run_1/logic_types.png
(4 px per um)
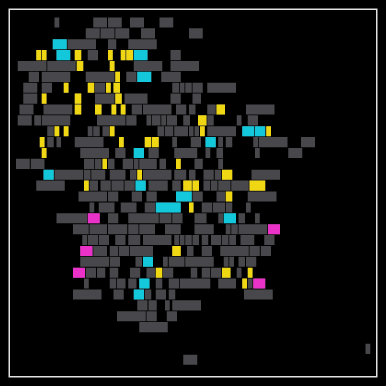
run_1/layer_met1.png
(4 px per um) Supply wires on this layer in grey.
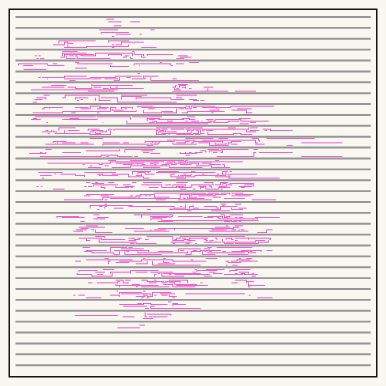
run_1/congestion.png
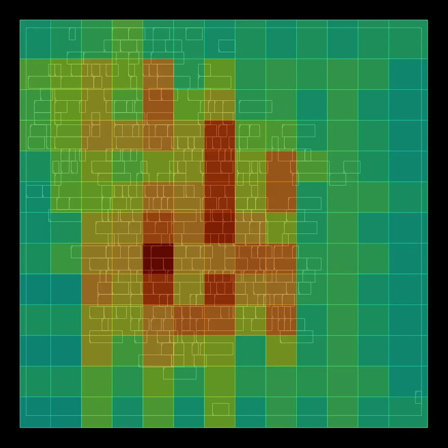
[config.mk]
export PLATFORM = sky130hd
export DESIGN_NAME = lcd_ctrl
export DESIGN_NICKNAME = d
export VERILOG_FILES = /design/src/rtl/lcd_ctrl.sv
export SDC_FILE = /design/constraint.sdc
export NUM_CORES = 1
export LEC_CHECK = 0
export CORE_UTILIZATION = 25
export DETAILED_ROUTE_END_ITERATION = 8
export GPL_TIMING_DRIVEN = 1
export SLEW_MARGIN = 20
export SYNTH_ARGS = -nofsm -noshare
export SYNTH_HDL_FRONTEND = slang
export SYNTH_SLANG_ARGS = --single-unit
[constraint.sdc]
create_clock -name clk -period 2.25 [get_ports clk]
set_input_delay 0.225 -clock clk [delete_from_list [all_inputs] [get_ports clk]]
set_output_delay 0.225 -clock clk [all_outputs]
set_load 0.005 [all_outputs]
[src/rtl/lcd_ctrl.sv]
// lcd_ctrl: write-only controller for an HD44780-style character LCD.
// Accepts bytes on a valid/ready interface and strobes them onto a 4- or
// 8-bit LCD bus with setup, enable-pulse, hold and execution-time delays.
// Build option LCD_INIT_EN: when defined, the controller runs the power-up
// init sequence itself before accepting bytes; when undefined it starts in
// IDLE and the host issues the init commands through the byte interface.
//
// state | meaning
// PWRUP | power-on delay before the first init write
// INIT  | launch the next write of the init sequence
// IDLE  | waiting for a host byte
// SETUP | lcd_rs/lcd_db driven, lcd_e low
// PULSE | lcd_e high
// GAP   | hold cycle plus inter-nibble gap (4-bit bus only)
// WAIT  | hold cycle plus command execution time
module lcd_ctrl #(
  parameter int BUS_W   = 4,
  parameter int T_PWRUP = 750000,
  parameter int T_INIT1 = 205000,
  parameter int T_INIT2 = 5000,
  parameter int T_SETUP = 2,
  parameter int T_PULSE = 12,
  parameter int T_NIB   = 50,
  parameter int T_CMD   = 2000,
  parameter int T_CLR   = 82000
) (
  input  logic             clk,
  input  logic             rst_n,
  input  logic             in_valid,
  output logic             in_ready,
  input  logic             in_rs,
  input  logic [7:0]       in_data,
  output logic             init_done,
  output logic             lcd_e,
  output logic             lcd_rs,
  output logic             lcd_rw,
  output logic [BUS_W-1:0] lcd_db
);

  function automatic int max2(input int a, input int b);
    return (a > b) ? a : b;
  endfunction

`ifdef LCD_INIT_EN
  localparam int MAX_T = max2(max2(max2(T_PWRUP, T_INIT1), T_INIT2),
                              max2(max2(T_SETUP, T_PULSE), max2(max2(T_NIB, T_CMD), T_CLR)));
`else
  localparam int MAX_T = max2(max2(T_SETUP, T_PULSE), max2(max2(T_NIB, T_CMD), T_CLR));
`endif
  localparam int CW = $clog2(MAX_T + 1);

  if (BUS_W != 4 && BUS_W != 8) begin : g_bus_chk
    $error("lcd_ctrl: BUS_W must be 4 or 8");
  end
  if (T_PWRUP < 2 || T_INIT1 < 1 || T_INIT2 < 1 || T_SETUP < 1 ||
      T_PULSE < 1 || T_NIB < 1 || T_CMD < 1 || T_CLR < 1) begin : g_time_chk
    $error("lcd_ctrl: timing parameter out of range");
  end

  typedef enum logic [2:0] {PWRUP, INIT, IDLE, SETUP, PULSE, GAP, WAIT} state_t;

`ifdef LCD_INIT_EN
  localparam state_t RST_STATE = PWRUP;
`else
  localparam state_t RST_STATE = IDLE;
`endif

  // Clear display (0x01) and return home (0x02/0x03) take the long delay.
  function automatic logic [CW-1:0] exec_time(input logic rs, input logic [7:0] b);
    return (!rs && b[7:2] == 6'd0) ? CW'(T_CLR) : CW'(T_CMD);
  endfunction

  // Upper nibble on a 4-bit bus, whole byte on an 8-bit bus.
  function automatic logic [BUS_W-1:0] first_part(input logic [7:0] b);
    return BUS_W'(b >> (8 - BUS_W));
  endfunction

  state_t         state;
  logic [CW-1:0]  cnt;
  logic [CW-1:0]  wait_q;
  logic [7:0]     byte_q;
  logic           second_q;
  logic           more_nib;

  assign lcd_rw = 1'b0;

`ifdef LCD_INIT_EN
  localparam logic [3:0] N_STEPS = (BUS_W == 8) ? 4'd7 : 4'd8;

  logic           done_q;
  logic           armed;
  logic           single_q;
  logic [3:0]     step;
  logic [3:0]     step_eff;
  logic [7:0]     init_byte;
  logic           init_single;
  logic [CW-1:0]  init_wait;

  assign init_done = done_q;
  assign more_nib  = (BUS_W == 4) && !single_q && !second_q;

  // Init sequence table; the 8-bit build skips the 0x2 bus-width nibble.
  always_comb begin
    step_eff    = (BUS_W == 8 && step >= 4'd3) ? step + 4'd1 : step;
    init_byte   = 8'h01;
    init_single = 1'b0;
    init_wait   = CW'(T_CMD);
    case (step_eff)
      4'd0: begin init_byte = 8'h30; init_single = 1'b1; init_wait = CW'(T_INIT1); end
      4'd1: begin init_byte = 8'h30; init_single = 1'b1; init_wait = CW'(T_INIT2); end
      4'd2: begin init_byte = 8'h30; init_single = 1'b1; init_wait = CW'(T_CMD);   end
      4'd3: begin init_byte = 8'h20; init_single = 1'b1; init_wait = CW'(T_CMD);   end
      4'd4: init_byte = (BUS_W == 8) ? 8'h38 : 8'h28;
      4'd5: init_byte = 8'h06;
      4'd6: init_byte = 8'h0C;
      default: init_byte = 8'h01;
    endcase
    if (!init_single) init_wait = exec_time(1'b0, init_byte);
  end
`else
  assign init_done = 1'b1;
  assign more_nib  = (BUS_W == 4) && !second_q;
`endif

  // Main sequencer: one down-counter times every state, outputs are registered.
  always_ff @(posedge clk) begin
    if (!rst_n) begin
      state    <= RST_STATE;
      cnt      <= '0;
      wait_q   <= '0;
      byte_q   <= 8'h00;
      second_q <= 1'b0;
      lcd_e    <= 1'b0;
      lcd_rs   <= 1'b0;
      lcd_db   <= '0;
      in_ready <= 1'b0;
`ifdef LCD_INIT_EN
      done_q   <= 1'b0;
      armed    <= 1'b0;
      single_q <= 1'b0;
      step     <= 4'd0;
`endif
    end else begin
      case (state)
`ifdef LCD_INIT_EN
        PWRUP: begin
          // First cycle loads the counter since reset leaves it at zero.
          if (!armed) begin
            cnt   <= CW'(T_PWRUP - 2);
            armed <= 1'b1;
          end else if (cnt == '0) begin
            state <= INIT;
          end else begin
            cnt <= cnt - 1'b1;
          end
        end
        INIT: begin
          byte_q   <= init_byte;
          single_q <= init_single;
          wait_q   <= init_wait;
          second_q <= 1'b0;
          lcd_rs   <= 1'b0;
          lcd_db   <= first_part(init_byte);
          cnt      <= CW'(T_SETUP - 1);
          step     <= step + 4'd1;
          state    <= SETUP;
        end
`endif
        IDLE: begin
          if (in_valid && in_ready) begin
            byte_q   <= in_data;
            wait_q   <= exec_time(in_rs, in_data);
            second_q <= 1'b0;
`ifdef LCD_INIT_EN
            single_q <= 1'b0;
`endif
            lcd_rs   <= in_rs;
            lcd_db   <= first_part(in_data);
            cnt      <= CW'(T_SETUP - 1);
            in_ready <= 1'b0;
            state    <= SETUP;
          end else begin
            in_ready <= init_done;
          end
        end
        SETUP: begin
          if (cnt == '0) begin
            lcd_e <= 1'b1;
            cnt   <= CW'(T_PULSE - 1);
            state <= PULSE;
          end else begin
            cnt <= cnt - 1'b1;
          end
        end
        PULSE: begin
          // GAP/WAIT load T rather than T-1: their first cycle is the hold cycle.
          if (cnt == '0) begin
            lcd_e <= 1'b0;
            if (more_nib) begin
              cnt   <= CW'(T_NIB);
              state <= GAP;
            end else begin
              cnt   <= wait_q;
              state <= WAIT;
            end
          end else begin
            cnt <= cnt - 1'b1;
          end
        end
        GAP: begin
          if (cnt == '0) begin
            second_q <= 1'b1;
            lcd_db   <= BUS_W'(byte_q);
            cnt      <= CW'(T_SETUP - 1);
            state    <= SETUP;
          end else begin
            cnt <= cnt - 1'b1;
          end
        end
        WAIT: begin
          if (cnt == '0) begin
`ifdef LCD_INIT_EN
            if (done_q || step == N_STEPS) begin
              done_q   <= 1'b1;
              in_ready <= 1'b1;
              state    <= IDLE;
            end else begin
              state <= INIT;
            end
`else
            in_ready <= 1'b1;
            state    <= IDLE;
`endif
          end else begin
            cnt <= cnt - 1'b1;
          end
        end
        default: state <= RST_STATE;
      endcase
    end
  end

endmodule

==> impl_metrics.csv, run 1 <==
group,metric,value,unit
placement,dp_hpwl,3950,um
die,rows,32,
setup_path,cp_max_fo,6,
final_timing,finalSetupTns,-0.0646,ns
finish,area.sequential,702,um^2
die,fp-utilization,25.9,%
finish,comb_area,1210,um^2
routing,dr.first_iter.drc_count,150,
synthesis,ys.flops,35,
global_route,grt_pass1_vias,1870,
run_status,status,"finished with violations",
flow_run,maxCapViolations,0,
setup_path,end_kind,"flip-flop",
synthesis,edf_count,0,
finish,nNonClkInverters,6,
synthesis,synth-async-reset-ratio,0,%
die,pin_count,21,
die,die-area,8380,um^2
routing,num_vias,1971,
final_timing,finalCritPeriodShare,102,%
synthesis,ys_sh_aoi,26.5,%
synthesis,ys_area,2000,um^2
setup_path,timing.critical_path.buf_inv,3,
setup_path,reg2reg_slack,-0.03,ns
finish,buf_share,17.4,%
setup_path,setup.worst_path.start_class,"flip-flop",
routing,antenna_left,0,
clock_tree,post_cts_buffers,0,
final_timing,slew_violations,0,
run_status,violations,"setup timing",
synthesis,syn-mean-instance-area,8.18,um^2
routing,vias_per_cell,5.02,
final_timing,worst_slack,-0.0344,ns
setup_path,critPathMaxStageDelay,0.53,ns
synthesis,top_cell_area_share,35.0,%
die,tap_cells,102,
synthesis,synth-main-ff-cell,"dfxtp_1",
finish,buffers_excl_clock,53,
setup_path,cp_top_family,"simple AND/OR/NAND/NOR gates",
setup_path,critical_path.cell_chain,"or4_4 > or4_4 > buf_6 > o31a_4 > nor2_4 > buf_6 > buf_4 > a21o_1",
setup_path,path_class,"reg -> reg",
placement,io_buffer_count,18,
final_timing,setup_violations,4,
clock_tree,clockRootBuffer,"clkbuf_8",
finish,clkbuf_count,5,
final_timing,fin_crit,2.28,ns
finish,final_cell_area,2610,um^2
global_route,antenna_found_initial,0,
clock_tree,clock_path_buffers,2,
finish,n_sequential_cell,35,
routing,first_pass_iters,4,
setup_path,crit_required,2.49,ns
die,die_x,91.5,um
synthesis,ys_warn_count,0,
synthesis,synthTopLogicFamily,"simple AND/OR/NAND/NOR gates",
hold_path,min_path_cells,2,
synthesis,yosys.area.top_type,"dfxtp_1",
hold_path,min_to,"byte_q[1]",
synthesis,area_leaders,"dfxtp_1, nand2_1, nor2_1",
placement,dpl_worst_slack,-0.0363,ns
Notes on logic_types.png above:
[cyan] non-inverting ao/oa cells | cells: 16
[yellow] nand cells | cells: 47
[magenta] xor and xnor cells | cells: 5
fraction of area in multi-input gates: 46.4%
most common cell after layout, fill and taps aside: dfxtp_1
Layout Cells excl Fill: 393

Notes on layer_met1.png above:
nets with wire on the layer: 275
wire length on this layer: 2560 um
longest straight run: 21.6 um

Notes on congestion.png above:
utilization after layout: 33.7%
met3 usage: 2.43%
most used routing layer: met2

## run 1: routing by layer
metal	up-vias	track usage, %	routed length, um
li1	979	-	-
met1	936	17.7	2560
met2	48	21.1	2410
met3	8	2.43	245
met4	0	5.82	102
met5	-	0	0
## run 1: synth_stat cells, types with 2 or more instances
cell	count
nor2_1	25
o21a_1	3
nand2_1	26
a31oi_1	4
o21ai_1	2
clkbuf_1	3
a21oi_1	16
nor3b_1	2
o211a_1	4
conb_1	2
dfxtp_1	35
and2_1	2
o31ai_1	5
buf_2	2
o211ai_1	2
buf_6	3
or3_1	6
inv_1	6
nor4_1	4
o21ai_0	14
xor2_1	2
clkbuf_8	4
xnor2_1	3
buf_4	2
nor3_1	8
a21boi_0	5
nand3_1	14
a32oi_1	2
nand2b_1	3
or4_1	4
a21o_1	5
## Run 2: what changed since run 1
GPL_TIMING_DRIVEN = not set   (was 1)
==> run 2 against run 1 <==
Net effect:
- the flow still finishes with violations (setup timing)
- clock skew stayed put
- register-to-register slack is essentially flat
- worst hold slack stayed put
- sequential share of layout area stayed put
- critical path depth unchanged
- utilization unchanged
- global-route usage did not move
==> impl_metrics.csv, run 2 <==
group,metric,value,unit
run_status,status,"finished with violations",
run_status,violations,"setup timing",
global_route,grtUsageMet1,17.7,%
final_timing,fin_crit,2.28,ns
placement,dpl_worst_slack,-0.0363,ns
setup_path,path_class,"reg -> reg",
finish,area.sequential,702,um^2
synthesis,syn-mean-instance-area,8.18,um^2
clock_tree,clockRootBuffer,"clkbuf_8",
finish,comb_area,1210,um^2
global_route,antenna_found_initial,0,
setup_path,setup.worst_path.start_class,"flip-flop",
synthesis,ys.flops,35,
finish,fin_cells,393,
final_timing,finalCritPeriodShare,102,%
synthesis,synth-main-ff-cell,"dfxtp_1",
synthesis,top_cell,"dfxtp_1",
synthesis,ys_area,2000,um^2
routing,num_vias,1971,
routing,top_layer_used,"met4",
final_timing,setup_violations,4,
placement,io_buffer_count,18,
finish,utilization,33.7,%
die,die_x,91.5,um
synthesis,area_leaders,"dfxtp_1, nand2_1, nor2_1",
finish,final_cell_area,2610,um^2
finish,n_sequential_cell,35,
synthesis,synth-async-reset-ratio,0,%
synthesis,ys_top_cells_by_count,"dfxtp_1, nand2_1, nor2_1",
global_route,top_usage_layer,"met2",
final_timing,worst_slack,-0.0344,ns
synthesis,edf_count,0,
die,rows,32,
die,fp-utilization,25.9,%
routing,vias_per_cell,5.02,
routing,first_pass_iters,4,
setup_path,end_kind,"flip-flop",
routing,met3_length,245,um
final_timing,finalSetupTns,-0.0646,ns
clock_tree,clock_path_buffers,2,
die,tap_cells,102,
synthesis,ys_warn_count,0,
routing,wl_met2,2410,um
setup_path,timing.critical_path.buf_inv,3,
finish,buf_share,17.4,%
finish,nNonClkInverters,6,
synthesis,ys_sh_aoi,26.5,%
setup_path,cp_top_family,"simple AND/OR/NAND/NOR gates",
setup_path,critical_path.cell_chain,"or4_4 > or4_4 > buf_6 > o31a_4 > nor2_4 > buf_6 > buf_4 > a21o_1",
placement,dp_hpwl,3950,um
synthesis,synthTopLogicFamily,"simple AND/OR/NAND/NOR gates",
global_route,grtUsageMet2,21.1,%
finish,layout.cells.most_common,"dfxtp_1",
synthesis,top_cell_area_share,35.0,%
routing,met1_length,2560,um
final_timing,slew_violations,0,
synthesis,yosys.area.top_type,"dfxtp_1",
die,pin_count,21,
## run 2: timing repair
| action | 4_1_cts | 5_1_grt |
|---|---|---|
| setup buffers | 0 | 3 |
| pin swaps | 0 | 12 |
| hold endpoints to repair | 0 | 0 |
| setup endpoints to repair | 7 | 17 |
| gates resized | 5 | 15 |
## run 2: cells by family after synthesis
logic type,count (synthesis)
simple gates,105
compound gates,75
flops,35
buf+inv,21
xor+xnor,5
fa+ha+maj,2
other cells,2
## run 2: worst paths after layout
kind | cells after the start | endpoint | slack (ns) | start
worst max-delay path | 8 | cnt[9] | -0.03 | cnt[11]
worst min-delay path | 2 | byte_q[1] | 0.47 | byte_q[1]
worst max register to register | 8 | cnt[9] | -0.03 | cnt[11]
worst min register to register | 2 | byte_q[1] | 0.47 | byte_q[1]
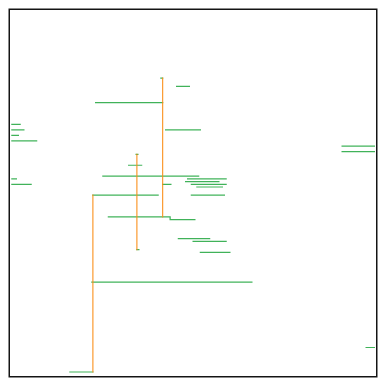
run_2/wires.png
(4 px per um) Two of the layers only.
[orange] metal 4 | wire length: 103 um
[green] metal 3 | wire length: 245 um

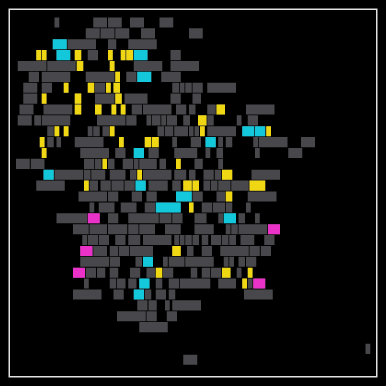
run_2/logic_types.png
(4 px per um)
[cyan] non-inverting ao/oa cells | cells: 16
[magenta] xor and xnor cells | cells: 5
[yellow] nand cells | cells: 47

## Run 3: what changed since run 2
CORE_UTILIZATION = 45   (was 25)
PLACE_DENSITY = 0.68   (was not set)
==> run 3 against run 2 <==
Net effect:
- the flow still finishes with violations (setup timing)
- via count shrank 1.5%
- fmax shrank 0.35%
- clock-buffer cell count grew 2
- largest cell class unchanged
==> impl_metrics.csv, run 3 <==
group,metric,value,unit
run_status,status,"finished with violations",
run_status,violations,"setup timing",
synthesis,ys_cells,245,
global_route,top_usage_layer,"met2",
synthesis,ys_warn_count,0,
finish,utilization,61.5,%
synthesis,ys.flops,35,
finish,nNonClkInverters,6,
routing,antenna_left,0,
clock_tree,clock-sinks,35,
global_route,antenna_found_initial,0,
clock_tree,cts_resized,19,
flow_run,maxCapViolations,0,
finish,n_sequential_cell,35,
synthesis,edf_count,0,
setup_path,cp_max_fo,4,
finish,buf_share,17.8,%
setup_path,timing.critical_path.buf_inv,2,
synthesis,area_leaders,"dfxtp_1, nand2_1, nor2_1",
final_timing,fin_crit,2.29,ns
placement,dp_hpwl,3650,um
routing,num_vias,1942,
synthesis,syn-mean-instance-area,8.18,um^2
placement,dp_cells,327,
final_timing,slew_violations,0,
clock_tree,clk_latency,0.29,ns
die,tap_cells,50,
finish,final_cell_area,2550,um^2
setup_path,setup.worst_path.start_class,"flip-flop",
synthesis,synth-main-ff-cell,"dfxtp_1",
die,die_y,68.7,um
global_route,grtUsageMet1,31.3,%
routing,wl,5150,um
placement,dpl_worst_slack,-0.113,ns
finish,layout.cells.most_common,"dfxtp_1",
clock_tree,clockRootBuffer,"clkbuf_8",
synthesis,top_cell_area_share,35.0,%
setup_path,crit_required,2.43,ns
finish,area.sequential,702,um^2
routing,top_layer_used,"met4",
die,die_x,68.7,um
die,fp-utilization,48.3,%
routing,met1_length,2390,um
setup_path,critPathMaxStageDelay,0.52,ns
routing,first_pass_iters,4,
routing,dr.first_iter.drc_count,174,
setup_path,critical_path.cell_chain,"or4_4 > or4_4 > buf_6 > o31a_4 > buf_4 > o21ai_0 > a21oi_2",
placement,io_buffer_count,18,
global_route,grtUsageMet2,37.4,%
synthesis,top_cell,"dfxtp_1",
global_route,use_met3,5.10,%
finish,fin_cells,338,
clock_tree,post_cts_buffers,1,
setup_path,end_kind,"flip-flop",
synthesis,ys_area,2000,um^2
synthesis,synth-async-reset-ratio,0,%
clock_tree,clock_path_buffers,2,
die,pin_count,21,
synthesis,ys_top_cells_by_count,"dfxtp_1, nand2_1, nor2_1",
die,die-area,4720,um^2
routing,vias_per_cell,5.75,
setup_path,path_class,"reg -> reg",
finish,buffers_excl_clock,50,
final_timing,worst_slack,-0.0425,ns
routing,wl_met2,2370,um
final_timing,finalCritPeriodShare,102,%
setup_path,cp_top_family,"simple AND/OR/NAND/NOR gates",
synthesis,synth_cell_types,58,
die,rows,23,
finish,sh_comb_area,48.1,%
global_route,grt_pass1_vias,1831,
synthesis,yosys.area.top_type,"dfxtp_1",
finish,comb_area,1220,um^2
routing,met3_length,250,um
final_timing,setup_violations,5,
final_timing,finalSetupTns,-0.0650,ns
==> run 3: final timing paths <==
kind | startpoint | endpoint | slack [ns] | cells past startpoint
max | cnt[11] | cnt[3] | -0.04 | 7
min | byte_q[1] | byte_q[1] | 0.46 | 2
max reg2reg | cnt[11] | cnt[3] | -0.04 | 7
min reg2reg | byte_q[1] | byte_q[1] | 0.46 | 2
==> run 3: kinds of logic (layout without fill, tap and decap cells) <==
group           after synthesis  count (layout)  share of synthesized area [%]
compound gates               75              75                           26.5
xor+xnor                      5               5                           2.19
fa+ha+maj                     2               2                           1.12
buf+inv                      21              64                           8.12
flops                        35              35                           35.0
other cells                   2               2                          0.375
simple gates                105             105                           26.7
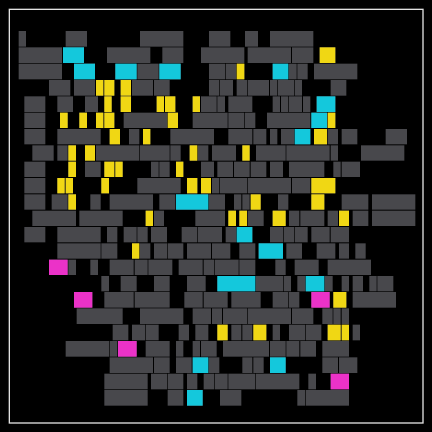
run_3/logic_types.png
(6 px per um)
[magenta] xor and xnor cells | cells: 5
[cyan] non-inverting ao/oa cells | cells: 16
[yellow] nand cells | cells: 47

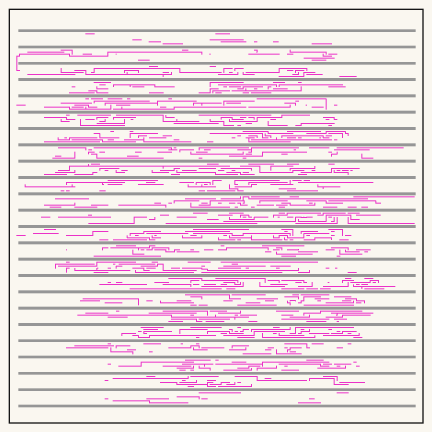
run_3/layer_met1.png
(6 px per um) Supply wires on this layer in grey.
share of all routed wire: 46%
wire length on this layer: 2390 um
longest straight run: 26.7 um
nets with wire on the layer: 278

